`src/rtl/reg_sr_pkg.sv`:
```
// reg_sr_pkg: shared FSM state type for the shift register
package reg_sr_pkg;
    typedef enum logic [1:0] {S_IDLE, S_SHIFT, S_DONE} shift_state_t;
endpackage

```
`src/rtl/reg_sr_cell.sv`:
```
// reg_sr_cell: one register bit with reset > set > write > shift > hold priority
module reg_sr_cell (
    input  logic clk,
    input  logic global_reset,
    input  logic data,
    input  logic write_enable,
    input  logic set,
    input  logic reset,
    input  logic shift_en,
    input  logic shift_data,
    output logic q
);
    // per-bit controls beat the shift so a bit hit mid-shift takes the control value
    always_ff @(posedge clk)
        if (global_reset || reset) q <= 1'b0;
        else if (set)              q <= 1'b1;
        else if (write_enable)     q <= data;
        else if (shift_en)         q <= shift_data;
endmodule

```
`src/rtl/reg_sr_shift.sv`:
```
// reg_sr_shift: per-bit controlled register with WIDTH-bit serial shift; REG_SR_SHIFT_PARITY_EN adds a parity output
module reg_sr_shift
    import reg_sr_pkg::*;
#(
    parameter int WIDTH     = 8,
    parameter bit MSB_FIRST = 1
) (
    input  logic             clk,
    input  logic             global_reset,
    input  logic [WIDTH-1:0] data,
    input  logic [WIDTH-1:0] write_enable,
    input  logic [WIDTH-1:0] set,
    input  logic [WIDTH-1:0] reset,
    input  logic             shift_start,
    input  logic             serial_in,
    output logic [WIDTH-1:0] out,
    output logic             serial_out,
    output logic             shift_busy,
    output logic             shift_done
`ifdef REG_SR_SHIFT_PARITY_EN
    ,output logic            parity
`endif
);
    localparam int CW = $clog2(WIDTH + 1);
    shift_state_t state, state_nx;
    logic [CW-1:0] cnt, cnt_nx;
    logic [WIDTH-1:0] shifted;
    logic shift_en;
    assign shift_en   = state == S_SHIFT;
    assign shift_busy = state == S_SHIFT;
    assign shift_done = state == S_DONE;
    assign serial_out = MSB_FIRST ? out[WIDTH-1] : out[0];
    assign shifted    = MSB_FIRST ? {out[WIDTH-2:0], serial_in} : {serial_in, out[WIDTH-1:1]};
`ifdef REG_SR_SHIFT_PARITY_EN
    assign parity = ^out;
`endif
    for (genvar i = 0; i < WIDTH; i++) begin : g_cell
        reg_sr_cell u_cell (
            .clk          (clk),
            .global_reset (global_reset),
            .data         (data[i]),
            .write_enable (write_enable[i]),
            .set          (set[i]),
            .reset        (reset[i]),
            .shift_en     (shift_en),
            .shift_data   (shifted[i]),
            .q            (out[i])
        );
    end
    // state and bit counter registers
    always_ff @(posedge clk)
        if (global_reset) begin
            state <= S_IDLE;
            cnt   <= '0;
        end else begin
            state <= state_nx;
            cnt   <= cnt_nx;
        end
    // start only from idle; leave shifting on the edge doing the WIDTH-th shift
    always_comb begin
        state_nx = state;
        cnt_nx   = cnt;
        case (state)
            S_IDLE: if (shift_start) begin
                state_nx = S_SHIFT;
                cnt_nx   = '0;
            end
            S_SHIFT: begin
                cnt_nx   = cnt + CW'(1);
                state_nx = cnt == CW'(WIDTH - 1) ? S_DONE : S_SHIFT;
            end
            default: state_nx = S_IDLE;
        endcase
    end
endmodule

```
`config.mk`:
```
export PLATFORM = sky130hd
export DESIGN_NAME = reg_sr_shift
export DESIGN_NICKNAME = d
export VERILOG_FILES = /design/src/rtl/reg_sr_pkg.sv /design/src/rtl/reg_sr_cell.sv /design/src/rtl/reg_sr_shift.sv
export SDC_FILE = /design/constraint.sdc
export NUM_CORES = 1
export LEC_CHECK = 0
export CAP_MARGIN = 20
export CORE_MARGIN = 2
export CORE_UTILIZATION = 37
export DETAILED_ROUTE_END_ITERATION = 8
export PLACE_DENSITY_LB_ADDON = 0.25
export SYNTH_ARGS = -nofsm -noshare
export SYNTH_HDL_FRONTEND = slang
export SYNTH_SLANG_ARGS = --single-unit
```
`constraint.sdc`:
```
create_clock -name clk -period 1.47 [get_ports clk]
set_clock_uncertainty 0.15 [all_clocks]
set_input_delay 0.2205 -clock clk [delete_from_list [all_inputs] [get_ports clk]]
set_output_delay 0.2205 -clock clk [all_outputs]
set_load 0.03 [all_outputs]
```
**Run 1: power grid**

The bar under the picture is 20 µm long. Pins as bars on the die edge.
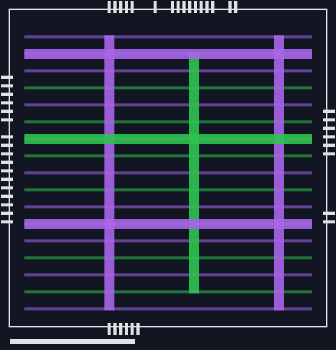
- VSS: purple
- VDD: green
- signal pins: 47
- rows: 16
- met4 straps: 3

**Run 1: cells colored by class**

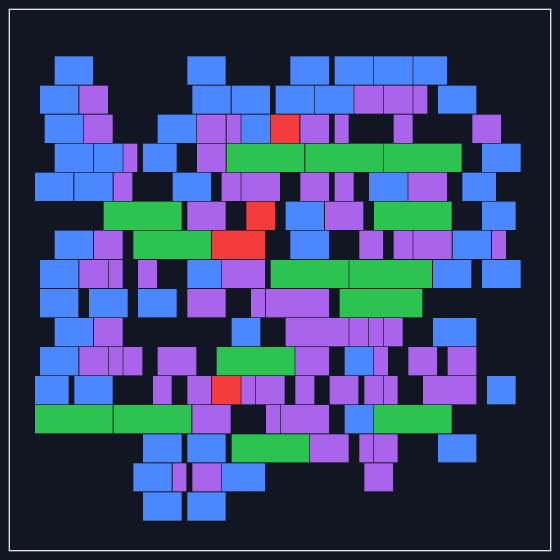
- clock drivers and dummy loads: red (cells 4; share of their area 2.9%)
- remaining logic cells: purple (cells 64; share of their area 35%)
- registers: green (cells 14; share of their area 22%)
- remaining buffers and delay cells: blue (cells 52; share of their area 40%)

**Run 1: clock network drawn from the DEF**

The bar under the picture is 20 µm long.
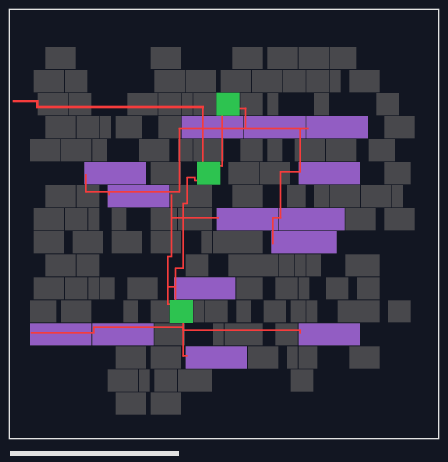
- flip-flops: purple (count 14)
- clock wires: red (length 176 µm)
- clock-net drivers: green (count 3)
- routed clock nets: 4

==> run 1: power groups by stage <==
| stage | registers [mW] | clock network, mW | logic [mW] |
|---|---|---|---|
| finish | 0.413 | 0.272 | 0.251 |
| global route | 0.416 | 0.304 | 0.271 |
| CTS | 0.412 | 0.285 | 0.245 |
| detailed placement | 0.421 | 0 | 0.249 |
| global placement | 0.420 | 0 | 0.244 |
| floorplan | 0.421 | 0 | 0.124 |
==> run 1: metrics by stage <==
step / util / instance area [µm²] / total power [mW] / TNS [ns] / instances
after CTS: 0.636 / 1270 / 0.942 / 0 / 159
final: 0.649 / 1300 / 0.936 / 0 / 161
after global routing: 0.649 / 1300 / 0.991 / 0 / 161
after detailed placement: 0.615 / 1230 / 0.670 / -0.949 / 154
after global placement: 0.615 / 1230 / 0.664 / -0.683 / 154
after floorplan: - / 802 / 0.544 / 0 / 88
==> run 1: final timing paths <==
check / cells after the start / slack (ns) / to
max reg2reg: 6 / 0.12 / g_cell[0].u_cell.q$_SDFFE_PP0P_
max: 1 / 0.05 / out[0]
min reg2reg: 1 / 0.37 / cnt[3]$_SDFFE_PP0P_
min: 1 / 0.37 / cnt[3]$_SDFFE_PP0P_
==> run 1: cells in the mapped netlist (all sizes together), types with 2 or more instances <==
cell,instances,area share
a21oi,8,0.050
buf,10,0.10
dfxtp,14,0.35
inv,3,0.023
mux2i,9,0.11
nand3,2,0.012
nand3b,2,0.019
nor2,12,0.056
nor3,2,0.012
nor3b,8,0.075
or3,8,0.072
==> run 1: layer usage <==
| metal | share of wire | vias to the layer above |
|---|---|---|
| met5 | 0 | - |
| met4 | 0 | 0 |
| met3 | 0.072 | 0 |
| met2 | 0.53 | 27 |
| met1 | 0.40 | 353 |
| li1 | - | 401 |
==> out/results.ini, run 1 <==
[outcome]
status = finished clean

[routing]
viasPerCell = 4.85
dr.first_iter.drc_count = 9
drc = 0
routedWlPerCell_um = 11.3
vias = 781
finalWirelength_um = 1820
drt_pre_antenna_iters = 4
ant_nets = 0

[placement]
dp_hpwl_um = 1450
port_buffers = 46
dp_worst_setup_slack_ns = -0.139

[clocking]
clock_sinks = 14
cts_resized = 13
cts_root_buf = clkbuf_4
htreeDepth = 1
post-cts-setup-buffers = 1
clockBufferDepth = 2
cts_tree = built
clk_pin_slew_ns = 0.08
numCtsBuffers = 3

[sta]
finalSetupViolCount = 0
rsz0062_at_grt = no
timing.fmax_mhz = 706
min_period_ns = 1.42
holdWs_ns = 0.375
max_slew_margin = 0.715
worstMarginPinSlew_ns = 0.426

[cells_and_area]
logic_gates = 61
layout_top_cells = clkdlybuf4s50_1, nor2_1, dfxtp_1, mux2i_1
antennaDiodeCount = 0
comb_area_um2 = 428
seq_area_um2 = 283
n_fill_cell = 159
fin_nets = 172
regMostFlops = g_cell.u_cell.q
clock_area_frac = 0.0279
top_regs = g_cell.u_cell.q: 8 flops, cnt: 4 flops, state: 2 flops
nNonClkBuffers = 52
largestClassByArea = non-clock buffers
final_common_cell = clkdlybuf4s50_1

[synthesis]
synth_area_um2 = 802
top_logic_kind = simple AND/OR/NAND/NOR gates
yosys.stat.seqShare = 0.349
synth-edff-count = 0
synth-main-ff-cell = dfxtp_1
ys_sh_simple = 0.279
syn_area_per_cell_um2 = 9.11
synth_flops = 14
synthArstFlopShare = 0
ys_sh_xor = 0

[critical_path]
reg2reg_from = state[0]$_SDFFE_PP0P_
crit_family = buffers and inverters
cp_slowest_stage_delay_ns = 0.41
crit_slowest_cell = dlygate4sd2_1
crit_path_cell_trace = dlygate4sd2_1
end_kind = primary output
crit_buf_inv = 1
cp-startpoint = g_cell[0].u_cell.q$_SDFFE_PP0P_
cp-start-kind = flop
worstPathArrival_ns = 1.05

[min_path]
worstHoldPathType = reg -> reg
min_from = cnt[3]$_SDFFE_PP0P_

[power]
ir_worst_vdd_uv = 432
p_int_mw = 0.700
pwr-share-comb = 0.268
leakagePower_nw = 0.540
pwr-share-clk = 0.291
swShare = 0.253
power_switching_mw = 0.237

[floorplanning]
rows = 16
initial_utilization = 0.401
die_h_um = 50.6
die_area_um2 = 2560
core_um2 = 2000
die_x_um = 50.6

[global_routing]
use_met1 = 0.170
globalRouteMet3Util = 0.0476
gr-max-usage-layer = met2
groute.usage.overall = 0.153
grt_overflow_total = 0
first_global_vias = 712
grt_first_pass_wirelength_um = 2970

**Run 1: the clock network**

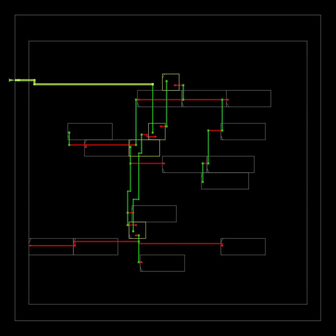

## Run 2: what changed since run 1
- ABC_AREA: default -> 1
- CORE_UTILIZATION: 37 -> 39
- CTS_CLUSTER_DIAMETER: default -> 50
**Run 2: the clock network**

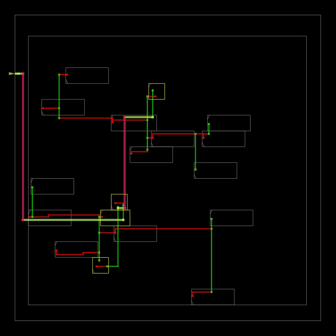
flop count: 14
P_clk: 0.286 mW
TritonCTS buffer count: 3
clk sinks: 14
Clock buffer cells: 4

**Run 2: cells colored by class**

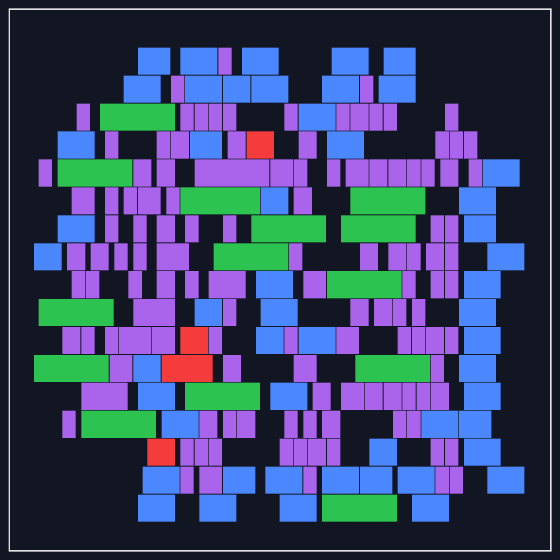
- clock drivers and dummy loads: red (cells 4; share of their area 2.6%)
- registers: green (cells 14; share of their area 20%)
- remaining buffers and delay cells: blue (cells 51; share of their area 35%)
- remaining logic cells: purple (cells 123; share of their area 42%)

==> run 2 against run 1 <==
  * Global-route usage up 3.3 points
  * Worst hold slack got worse by 0.031 ns
  * Register-to-register slack improved by 0.13 ns
  * Worst setup slack lost 0.027 ns
  * Via count up 32%
  * Flip-flop count unchanged
  * Count of clock-buffer cells in the layout did not move
  * Synthesized cell count up 67%
  * Die area rose by 8.2%
  * Clock power is 5% higher
==> out/results.ini, run 2 <==
[outcome]
status = finished clean

[critical_path]
cp_slowest_stage_delay_ns = 0.41
end_kind = primary output
crit_family = buffers and inverters
crit_slowest_cell = dlygate4sd2_1
worstPathArrival_ns = 1.07
crit_buf_inv = 1
crit_path_cell_trace = dlygate4sd2_1
crit_type = reg -> out
cp-start-kind = flop

[routing]
routedWlPerCell_um = 10.3
finalWirelength_um = 2270
dr.first_iter.drc_count = 8
drc = 0
drt_pre_antenna_iters = 3
viasPerCell = 4.69
ant_nets = 0
vias = 1031

[synthesis]
adder_share = 0.0136
syn_area_per_cell_um2 = 6.26
yosys.stat.seqShare = 0.304
yosysMostFrequentCell = nand2_1
synth.area.top_cells = dfxtp_1, nand2_1, nand3_1
synth_flops = 14
top_area_frac = 0.304
synth-edff-count = 0
synth_area_um2 = 921
ys_sh_simple = 0.425
synthTopCellsByCount = nand2_1, inv_1, nand3_1
synth-main-ff-cell = dfxtp_1
top_logic_kind = simple AND/OR/NAND/NOR gates
ys_sh_xor = 0
synthArstFlopShare = 0
yosysTopAreaCell = dfxtp_1

[sta]
max_slew_margin = 0.771
holdWs_ns = 0.343
maxSlewViolCount = 0
timing.fmax_mhz = 693
worstMarginPinSlew_ns = 0.343
tns_ns = 0
finalSetupViolCount = 0
min_period_ns = 1.44
rsz0062_at_grt = no

[clocking]
htreeDepth = 1
clk_pin_slew_ns = 0.09
clockBufferDepth = 2
cts_tree = built
cts_root_buf = clkbuf_4

[cells_and_area]
final_cells = 220
regMostFlops = g_cell.u_cell.q
final_util = 0.639
fin_nets = 230
final_common_cell = nand2_1
finalInstanceArea_um2 = 1410
layout_top_cells = nand2_1, clkdlybuf4s50_1, inv_1, nand3_1, dfxtp_1
seq_area_um2 = 282
n_fill_cell = 213
comb_area_um2 = 490
antennaDiodeCount = 0
top_regs = g_cell.u_cell.q: 8 flops, cnt: 4 flops, state: 2 flops

[floorplanning]
rows = 17
die_area_um2 = 2770
die_h_um = 52.6
die_x_um = 52.6
initial_utilization = 0.416
core_um2 = 2210

[placement]
dp_cells = 215
post_dp_cell_area_um2 = 1370
port_buffers = 46
dp_worst_setup_slack_ns = -0.0298

[power]
total_power_mw = 0.970
leakagePower_nw = 0.674
ir_worst_vdd_uv = 547

[global_routing]
groute.usage.overall = 0.186
first_global_vias = 963
antenna_found_initial = 0
grt_overflow_total = 0
grt_first_pass_wirelength_um = 3770

[run]
warnings = 26

[min_path]
worstHoldPathType = reg -> reg

-- run 2: area by class of cell --
class | instances | share of cell area
multi-input combinational | 101 | 0.347
sequential | 14 | 0.199
inverter | 22 | 0.0602
tap | 28 | 0.0248
timing repair buffer | 51 | 0.343
clock buffer | 4 | 0.0257
-- run 2: timing repair --
action	in CTS	in global routing
gates cloned	0	0
endpoints found under the setup margin	10	3
gates resized	12	3
setup buffers	0	1
-- run 2: per-layer routing --
layer / global-route usage / up-vias / part of all wire
li1: - / 540 / -
met1: 0.184 / 464 / 0.43
met2: 0.356 / 21 / 0.51
met3: 0.0286 / 6 / 0.036
met4: 0.111 / 0 / 0.023
met5: 0 / - / 0
-- run 2: worst min-delay path: stages (launching register included) --
cell and delay [ns]:
dfxtp_1 0.34, nand2_1 0.07, a21oi_1 0.05
-- run 2: kinds of logic (layout without fill, tap and decap cells) --
logic type | after synthesis | count (layout)
compound gates | 14 | 14
fa+ha+maj | 1 | 1
buf+inv | 32 | 77
flops | 14 | 14
simple gates | 86 | 86
-- run 2: final timing paths --
kind	startpoint	cells after the start	to	slack (ns)
setup / recovery	g_cell[2].u_cell.q$_SDFFE_PP0P_	1	out[2]	0.03
hold / removal	cnt[2]$_SDFFE_PP0P_	2	cnt[2]$_SDFFE_PP0P_	0.34
setup reg to reg	cnt[0]$_SDFFE_PP0P_	4	state[0]$_SDFFE_PP0P_	0.25
hold reg to reg	cnt[2]$_SDFFE_PP0P_	2	cnt[2]$_SDFFE_PP0P_	0.34
-- run 2: power breakdown --
part,switching (mW),total (mW),internal [mW],leakage (nW)
Clock,0.135,0.286,0.151,0.0210
Combinational,0.123,0.271,0.148,0.538
Sequential,0.0170,0.414,0.397,0.115
Power is estimated from default activity; no workload was simulated.
